`config.mk`:
```
export PLATFORM = sky130hd
export DESIGN_NAME = monster_state_updater
export DESIGN_NICKNAME = d
export VERILOG_FILES = /design/src/rtl/monster_state_updater.sv
export SDC_FILE = /design/constraint.sdc
export NUM_CORES = 1
export LEC_CHECK = 0
export ABC_AREA = 1
export CORE_MARGIN = 2
export CORE_UTILIZATION = 54
export CTS_CLUSTER_SIZE = 12
export DETAILED_ROUTE_END_ITERATION = 7
export GPL_ROUTABILITY_DRIVEN = 1
export PLACE_DENSITY = 0.81
export SLEW_MARGIN = 20
export SYNTH_ARGS = -nofsm -noshare
export SYNTH_HDL_FRONTEND = slang
export SYNTH_SLANG_ARGS = --single-unit
```
`constraint.sdc`:
```
create_clock -name clk -period 4.8 [get_ports clk]
set_input_delay 0.48 -clock clk [delete_from_list [all_inputs] [get_ports clk]]
set_output_delay 0.48 -clock clk [all_outputs]
set_load 0.05 [all_outputs]
```
`src/rtl/monster_state_updater.sv`:
```
`default_nettype none
// ============================================================================
// Module      : monster_state_updater
// Description : Owns the twelve packed monster state words read by the sprite
//               renderer. On each frame tick it walks every slot, one per
//               clock, stepping live monsters along their heading and
//               reversing heading at the playfield edges. Between scans it
//               accepts spawn requests into the lowest free slot. Kill
//               commands are honoured in every state.
//
// Ports       : clk, rst         - clock, synchronous active-high reset
//               tick             - frame tick (one-cycle pulse)
//               spawn_valid/_ready, spawn_x/_y/_dir - spawn handshake
//               spawn_full       - pulse: accepted spawn found no free slot
//               kill, kill_idx   - clear alive bit of a slot (idx >= 12 ignored)
//               m0..m11          - state words {y[18:11], x[10:3], dir[2:1], alive[0]}
//                                  dir: 00 up, 01 down, 10 left, 11 right
//               busy             - high while scanning
//               done             - one-cycle pulse after the scan
//               overrun          - sticky: tick seen while not idle
//
// Option      : define MONSTER_RANDOM_TURN_EN to add an 8-bit LFSR that
//               randomly re-heads live monsters during the scan.
//
// Revision    : 1.0 - initial release
// ============================================================================
module monster_state_updater #(
    parameter int MONS_W = 20,
    parameter int MONS_H = 21,
    parameter int X_MAX  = 160,
    parameter int Y_MAX  = 120,
    parameter int STEP   = 1
) (
    input  logic        clk,
    input  logic        rst,
    input  logic        tick,
    input  logic        spawn_valid,
    output logic        spawn_ready,
    input  logic [7:0]  spawn_x,
    input  logic [7:0]  spawn_y,
    input  logic [1:0]  spawn_dir,
    output logic        spawn_full,
    input  logic        kill,
    input  logic [3:0]  kill_idx,
    output logic [18:0] m0,
    output logic [18:0] m1,
    output logic [18:0] m2,
    output logic [18:0] m3,
    output logic [18:0] m4,
    output logic [18:0] m5,
    output logic [18:0] m6,
    output logic [18:0] m7,
    output logic [18:0] m8,
    output logic [18:0] m9,
    output logic [18:0] m10,
    output logic [18:0] m11,
    output logic        busy,
    output logic        done,
    output logic        overrun
);

    localparam int MONSTERS = 12;

    // Boundary arithmetic is done at 9 bits so x/y + STEP + sprite size
    // cannot wrap.
    localparam logic [8:0] c_STEP9   = 9'(STEP);
    localparam logic [8:0] c_MONS_W9 = 9'(MONS_W);
    localparam logic [8:0] c_MONS_H9 = 9'(MONS_H);
    localparam logic [8:0] c_X_MAX9  = 9'(X_MAX);
    localparam logic [8:0] c_Y_MAX9  = 9'(Y_MAX);

    // Largest legal top-left corner; spawn coordinates are clamped to it.
    localparam logic [7:0] c_X_LIM   = 8'(X_MAX - MONS_W);
    localparam logic [7:0] c_Y_LIM   = 8'(Y_MAX - MONS_H);
    localparam logic [3:0] c_LAST    = 4'(MONSTERS - 1);

    localparam logic [1:0] c_DIR_UP    = 2'b00;
    localparam logic [1:0] c_DIR_DOWN  = 2'b01;
    localparam logic [1:0] c_DIR_LEFT  = 2'b10;
    localparam logic [1:0] c_DIR_RIGHT = 2'b11;

    typedef enum logic [1:0] {
        S_IDLE = 2'd0,
        S_SCAN = 2'd1,
        S_DONE = 2'd2
    } state_t;

    state_t      r_state;
    state_t      w_state_nxt;
    logic [3:0]  r_idx;
    logic        r_spawn_full;
    logic        r_overrun;
    logic [18:0] r_mon     [MONSTERS];
    logic [18:0] w_mon_nxt [MONSTERS];

    logic        w_spawn_fire;
    logic        w_free_found;
    logic [3:0]  w_free_idx;
    logic [18:0] w_spawn_word;
    logic [7:0]  w_spawn_x_cl;
    logic [7:0]  w_spawn_y_cl;

    logic [7:0]  w_cur_x;
    logic [7:0]  w_cur_y;
    logic [1:0]  w_cur_dir;
    logic [1:0]  w_head;
    logic [8:0]  w_x9;
    logic [8:0]  w_y9;
    logic [8:0]  w_nx9;
    logic [8:0]  w_ny9;
    logic        w_blocked;
    logic [18:0] w_moved;

    // ------------------------------------------------------------------
    // Optional random-turn LFSR (x^8 + x^6 + x^5 + x^4 + 1)
    // ------------------------------------------------------------------
`ifdef MONSTER_RANDOM_TURN_EN
    logic [7:0] r_lfsr;
    logic       w_lfsr_fb;

    assign w_lfsr_fb = r_lfsr[7] ^ r_lfsr[5] ^ r_lfsr[4] ^ r_lfsr[3];

    always_ff @(posedge clk) begin
        if (rst) begin
            r_lfsr <= 8'hA5;
        end else begin
            r_lfsr <= {r_lfsr[6:0], w_lfsr_fb};
        end
    end

    // The random heading replaces the stored one before the edge test, so a
    // turn into a wall is immediately reversed by the boundary rule.
    assign w_head = (r_lfsr[2:0] == 3'b000) ? r_lfsr[4:3] : w_cur_dir;
`else
    assign w_head = w_cur_dir;
`endif

    // ------------------------------------------------------------------
    // FSM
    // ------------------------------------------------------------------
    always_ff @(posedge clk) begin
        if (rst) begin
            r_state <= S_IDLE;
        end else begin
            r_state <= w_state_nxt;
        end
    end

    always_comb begin
        w_state_nxt = r_state;
        case (r_state)
            S_IDLE:  if (tick) w_state_nxt = S_SCAN;
            S_SCAN:  if (r_idx == c_LAST) w_state_nxt = S_DONE;
            S_DONE:  w_state_nxt = S_IDLE;
            default: w_state_nxt = S_IDLE;
        endcase
    end

    // Tick has priority: a spawn presented with a tick waits for the scan.
    assign spawn_ready  = (r_state == S_IDLE) & ~tick;
    assign w_spawn_fire = spawn_valid & spawn_ready;

    // ------------------------------------------------------------------
    // Spawn: lowest free slot and clamped coordinates
    // ------------------------------------------------------------------
    always_comb begin
        w_free_found = 1'b0;
        w_free_idx   = 4'd0;
        // Descending walk so the lowest free index is the one left standing.
        for (int i = MONSTERS - 1; i >= 0; i--) begin
            if (!r_mon[i][0]) begin
                w_free_found = 1'b1;
                w_free_idx   = 4'(i);
            end
        end
    end

    assign w_spawn_x_cl = (spawn_x > c_X_LIM) ? c_X_LIM : spawn_x;
    assign w_spawn_y_cl = (spawn_y > c_Y_LIM) ? c_Y_LIM : spawn_y;
    assign w_spawn_word = {w_spawn_y_cl, w_spawn_x_cl, spawn_dir, 1'b1};

    // ------------------------------------------------------------------
    // Movement of the slot under the scan pointer
    // ------------------------------------------------------------------
    assign w_cur_x   = r_mon[r_idx][10:3];
    assign w_cur_y   = r_mon[r_idx][18:11];
    assign w_cur_dir = r_mon[r_idx][2:1];
    assign w_x9      = {1'b0, w_cur_x};
    assign w_y9      = {1'b0, w_cur_y};

    always_comb begin
        w_blocked = 1'b0;
        w_nx9     = w_x9;
        w_ny9     = w_y9;
        case (w_head)
            c_DIR_UP: begin
                w_blocked = (w_y9 < c_STEP9);
                w_ny9     = w_y9 - c_STEP9;
            end
            c_DIR_DOWN: begin
                w_blocked = ((w_y9 + c_STEP9 + c_MONS_H9) > c_Y_MAX9);
                w_ny9     = w_y9 + c_STEP9;
            end
            c_DIR_LEFT: begin
                w_blocked = (w_x9 < c_STEP9);
                w_nx9     = w_x9 - c_STEP9;
            end
            c_DIR_RIGHT: begin
                w_blocked = ((w_x9 + c_STEP9 + c_MONS_W9) > c_X_MAX9);
                w_nx9     = w_x9 + c_STEP9;
            end
            default: begin
                w_blocked = 1'b0;
            end
        endcase

        // Blocked: flip the low heading bit (up<->down, left<->right), hold position.
        if (w_blocked) begin
            w_moved = {w_cur_y, w_cur_x, w_head ^ 2'b01, 1'b1};
        end else begin
            w_moved = {w_ny9[7:0], w_nx9[7:0], w_head, 1'b1};
        end
    end

    // ------------------------------------------------------------------
    // Next value of every slot
    // ------------------------------------------------------------------
    always_comb begin
        for (int i = 0; i < MONSTERS; i++) begin
            w_mon_nxt[i] = r_mon[i];
            if (w_spawn_fire && w_free_found && (w_free_idx == 4'(i))) begin
                w_mon_nxt[i] = w_spawn_word;
            end
            if ((r_state == S_SCAN) && (r_idx == 4'(i)) && r_mon[i][0]) begin
                w_mon_nxt[i] = w_moved;
            end
            // Kill beats movement: the slot keeps its pre-scan x/y/dir.
            // A kill aimed at an already-dead slot is a no-op, so a spawn into
            // that slot in the same cycle is not lost.
            if (kill && (kill_idx == 4'(i)) && r_mon[i][0]) begin
                w_mon_nxt[i] = {r_mon[i][18:1], 1'b0};
            end
        end
    end

    // ------------------------------------------------------------------
    // Registers
    // ------------------------------------------------------------------
    always_ff @(posedge clk) begin
        if (rst) begin
            r_idx        <= 4'd0;
            r_spawn_full <= 1'b0;
            r_overrun    <= 1'b0;
            for (int i = 0; i < MONSTERS; i++) begin
                r_mon[i] <= 19'h0;
            end
        end else begin
            r_spawn_full <= w_spawn_fire & ~w_free_found;
            if (tick && (r_state != S_IDLE)) begin
                r_overrun <= 1'b1;
            end
            if ((r_state == S_IDLE) && tick) begin
                r_idx <= 4'd0;
            end else if (r_state == S_SCAN) begin
                r_idx <= r_idx + 4'd1;
            end
            for (int i = 0; i < MONSTERS; i++) begin
                r_mon[i] <= w_mon_nxt[i];
            end
        end
    end

    // ------------------------------------------------------------------
    // Outputs
    // ------------------------------------------------------------------
    assign busy       = (r_state == S_SCAN);
    assign done       = (r_state == S_DONE);
    assign spawn_full = r_spawn_full;
    assign overrun    = r_overrun;

    assign m0  = r_mon[0];
    assign m1  = r_mon[1];
    assign m2  = r_mon[2];
    assign m3  = r_mon[3];
    assign m4  = r_mon[4];
    assign m5  = r_mon[5];
    assign m6  = r_mon[6];
    assign m7  = r_mon[7];
    assign m8  = r_mon[8];
    assign m9  = r_mon[9];
    assign m10 = r_mon[10];
    assign m11 = r_mon[11];

endmodule
`default_nettype wire

```
Figure 1. Metal 2.
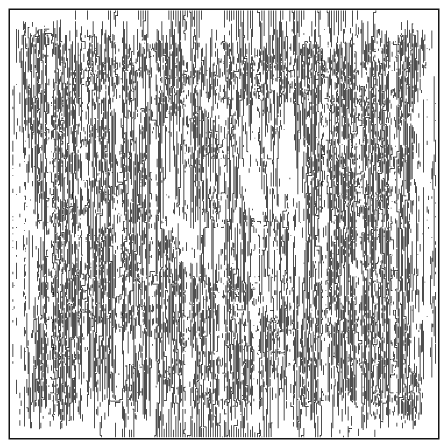
2061 nets have wire on it. The longest straight run is 92.5 um. The wires run mostly vertical.
met2 usage: 0.661
Total Wirelength: 69600 um

Figure 2. M1 wires.
Cells faint in the background.
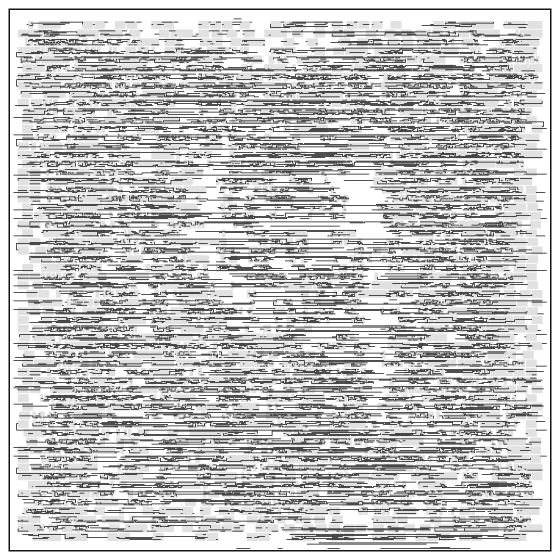
The longest straight run is 51.5 um. The layer carries 25.6 mm of wire.
GR met1 Demand/Resource: 0.623
detailed-route via count: 19300

==> results.tsv <==
metric	value	unit
Post-Route Skew	16.9	ps
Setup WS post-layout	229	ps
clock transition at the registers of the reported paths	60	ps
Worst EP required	5280	ps
Core Area	0.0269	mm2
Num CTS Buffers	28	
WS Path Type	reg2reg	
initial antenna violation count	0	
Chip Width	169	um
CTS tree	built	
Iter 0 DRT Violations	3756	
Antenna Cells	0	
floorplan core density	0.548	
WL/cell	23.6	um
Hold Path Stages	2	
slowest library cell on the worst path	nand4_1	
global-route wire length before repair	103000	um
hpwl dp	48600	um
Routed Antenna Nets	0	
vias in the first global route	17400	
ys async rst share	0	
setup slack, reg-to-reg	230	ps
fin crit period	4570	ps
CTS sink count	240	
die area	0.0286	mm2
XORs/XNORs by Area	0.00475	
Sequential Power Share	0.375	
I/O Pins	260	
cycle use final	0.952	
root buffer cell	clkbuf_16	
Post-CTS Hold Buffers	0	
status	finished, final reports clean	
TritonRoute pass-1 iters	8	
number of synthesized register bits	240	
Reg2Reg Capture Point	r_mon[0][8]	
Final Hold Violation Tally	0	
cells in synth_stat.txt	2410	
hold slack	480	ps
P_leak	0.00655	uW
final tally of max-slew violations	0	
Basic Gates by Area	0.344	
mux share	0	
Residual DRC	0	
relative slew slack	0.141	
H-tree depth	1	
Final Core Density	0.687	
Top cells excl fill/tap	nand2_1, a21oi_1, nand3_1, clkdlybuf4s50_1, dfxtp_1	
fillers	2383	
Pint	3600	uW
grt total ovfl	0	
cell repeated most along the worst path	nand2_1	
compound-cell area share of the yosys netlist	0.213	
Syn Area/Cell	6.12	um2
Max FO, Critical Path	27	
Top logic family	simple AND/OR/NAND/NOR gates	
hold path endpoint	r_mon[7][3]	
yosys warns	0	
mapped cell area	0.0147	mm2
chip height	169	um
Rows	60	
Port Buf Inserts	259	
Area Overhead vs Synth	25.2	%
switching power	1830	uW
Placed Cells	2898	
CTS Buffer Depth	3	
Layout Cells excl Fill	2952	
most frequent logic cell in the layout	nand2_1	
CP cell instances	buf_4 > buf_4 > nor2_1 > nor2_1 > o21ai_0 > nand2_1 > nand2_1 > nand2_1 > ha_1 > nand3_1 > nor2_2 > nand3_1 > a21oi_1 > nand2_1 > nand2_1 > nand2_1 > a21oi_4 > buf_4 > nand4_1 > nand3_1 > nand2_1 > a21oi_1	
Switching Fraction	0.337	
Synth Seq Share	0.326	
Hold Crit Start	r_mon[7][3]	
placer congestion estimate	1.04	
Post-Place Setup Slack	378	ps
Log Warnings	38	
P per Cell Area	294	mW/mm2
-- registers in the layout, indices dropped and copies added, names as in the netlist, named ones only --
register,flops
overrun,1
spawn_full,1
r_mon,228
r_state,2
r_idx,4
-- synth_stat cells, types with 9 or more instances --
| cell | number | share of area |
|---|---|---|
| a21oi_1 | 302 | 0.10 |
| a31oi_1 | 15 | 0.0064 |
| buf_1 | 10 | 0.0025 |
| buf_2 | 31 | 0.011 |
| buf_4 | 24 | 0.012 |
| clkbuf_1 | 102 | 0.026 |
| clkinv_1 | 10 | 0.0025 |
| dfxtp_1 | 240 | 0.33 |
| ha_1 | 13 | 0.011 |
| inv_1 | 155 | 0.039 |
| inv_2 | 13 | 0.0033 |
| nand2_1 | 692 | 0.18 |
| nand2_2 | 13 | 0.0055 |
| nand3_1 | 268 | 0.091 |
| nand4_1 | 24 | 0.010 |
| nor2_1 | 165 | 0.042 |
| nor3_1 | 20 | 0.0068 |
| o211ai_1 | 9 | 0.0046 |
| o21ai_0 | 210 | 0.071 |
| o21ai_1 | 20 | 0.0068 |
| o221ai_1 | 14 | 0.0083 |
-- power groups by stage --
stage / Sequential (uW) / Clock (uW) / Combinational [uW]
2_1_floorplan: 2110 / 0 / 658
3_3_place_gp: 2070 / 0 / 1050
3_5_place_dp: 2070 / 0 / 1060
4_1_cts: 2030 / 2210 / 1060
5_1_grt: 2030 / 2290 / 1190
6_report: 2030 / 2230 / 1160
-- what timing repair did --
action / 4_1_cts / 5_1_grt
resized: 0 / 6
buffers inserted: 0 / 3
setup endpoints to repair: 0 / 57
-- through the flow --
step           instance area (um2)  TNS, ps  total power (uW)
2_1_floorplan                14700        0              2770
3_3_place_gp                 17400        0              3120
3_5_place_dp                 17400        0              3130
4_1_cts                      18400        0              5300
5_1_grt                      18500    -45.3              5510
6_report                     18500        0              5420
-- layer usage --
metal,global-route usage,share of wire,up-vias
li1,-,-,8360
met1,0.623,0.37,8659
met2,0.661,0.40,1926
met3,0.156,0.17,347
met4,0.237,0.058,0
met5,0,0,-
-- worst max-delay path: cells and delay by family, from the launching register on --
| family | cells | cell delay (ps) |
|---|---|---|
| AOI/OAI and AO/OA | 4 | 540 |
| adders and majority gates | 1 | 210 |
| buffers and inverters | 3 | 930 |
| DFF | 1 | 520 |
| and+or+nand+nor | 14 | 2240 |
-- logic make-up after synthesis --
group,count (synthesis)
and+or+nand+nor,1203
AOI/OAI and AO/OA,595
buffers and inverters,351
DFF,240
adders and majority gates,13
xor gates and xnor gates,8
-- layout make-up --
type / count / area, um2 / area share
Multi-Input combinational cell: 1819 / 8500 / 0.460
Tap cell: 341 / 427 / 0.0231
Timing Repair Buffer: 322 / 3090 / 0.168
Clock buffer: 41 / 871 / 0.0472
Sequential cell: 240 / 4810 / 0.261
Clock inverter: 10 / 82.6 / 0.00448
Inverter: 179 / 674 / 0.0365
-- how the worst max path moves through the flow --
stage,to,slack [ps],cells past startpoint
2_1_floorplan,r_mon[9][4],1300,25
3_3_place_gp,r_mon[9][16],550,22
3_5_place_dp,r_mon[5][17],380,21
4_1_cts,r_mon[0][9],310,21
5_1_grt,r_mon[10][8],-30,22
6_report,r_mon[0][8],230,22
Power is estimated from default activity; no workload was simulated.
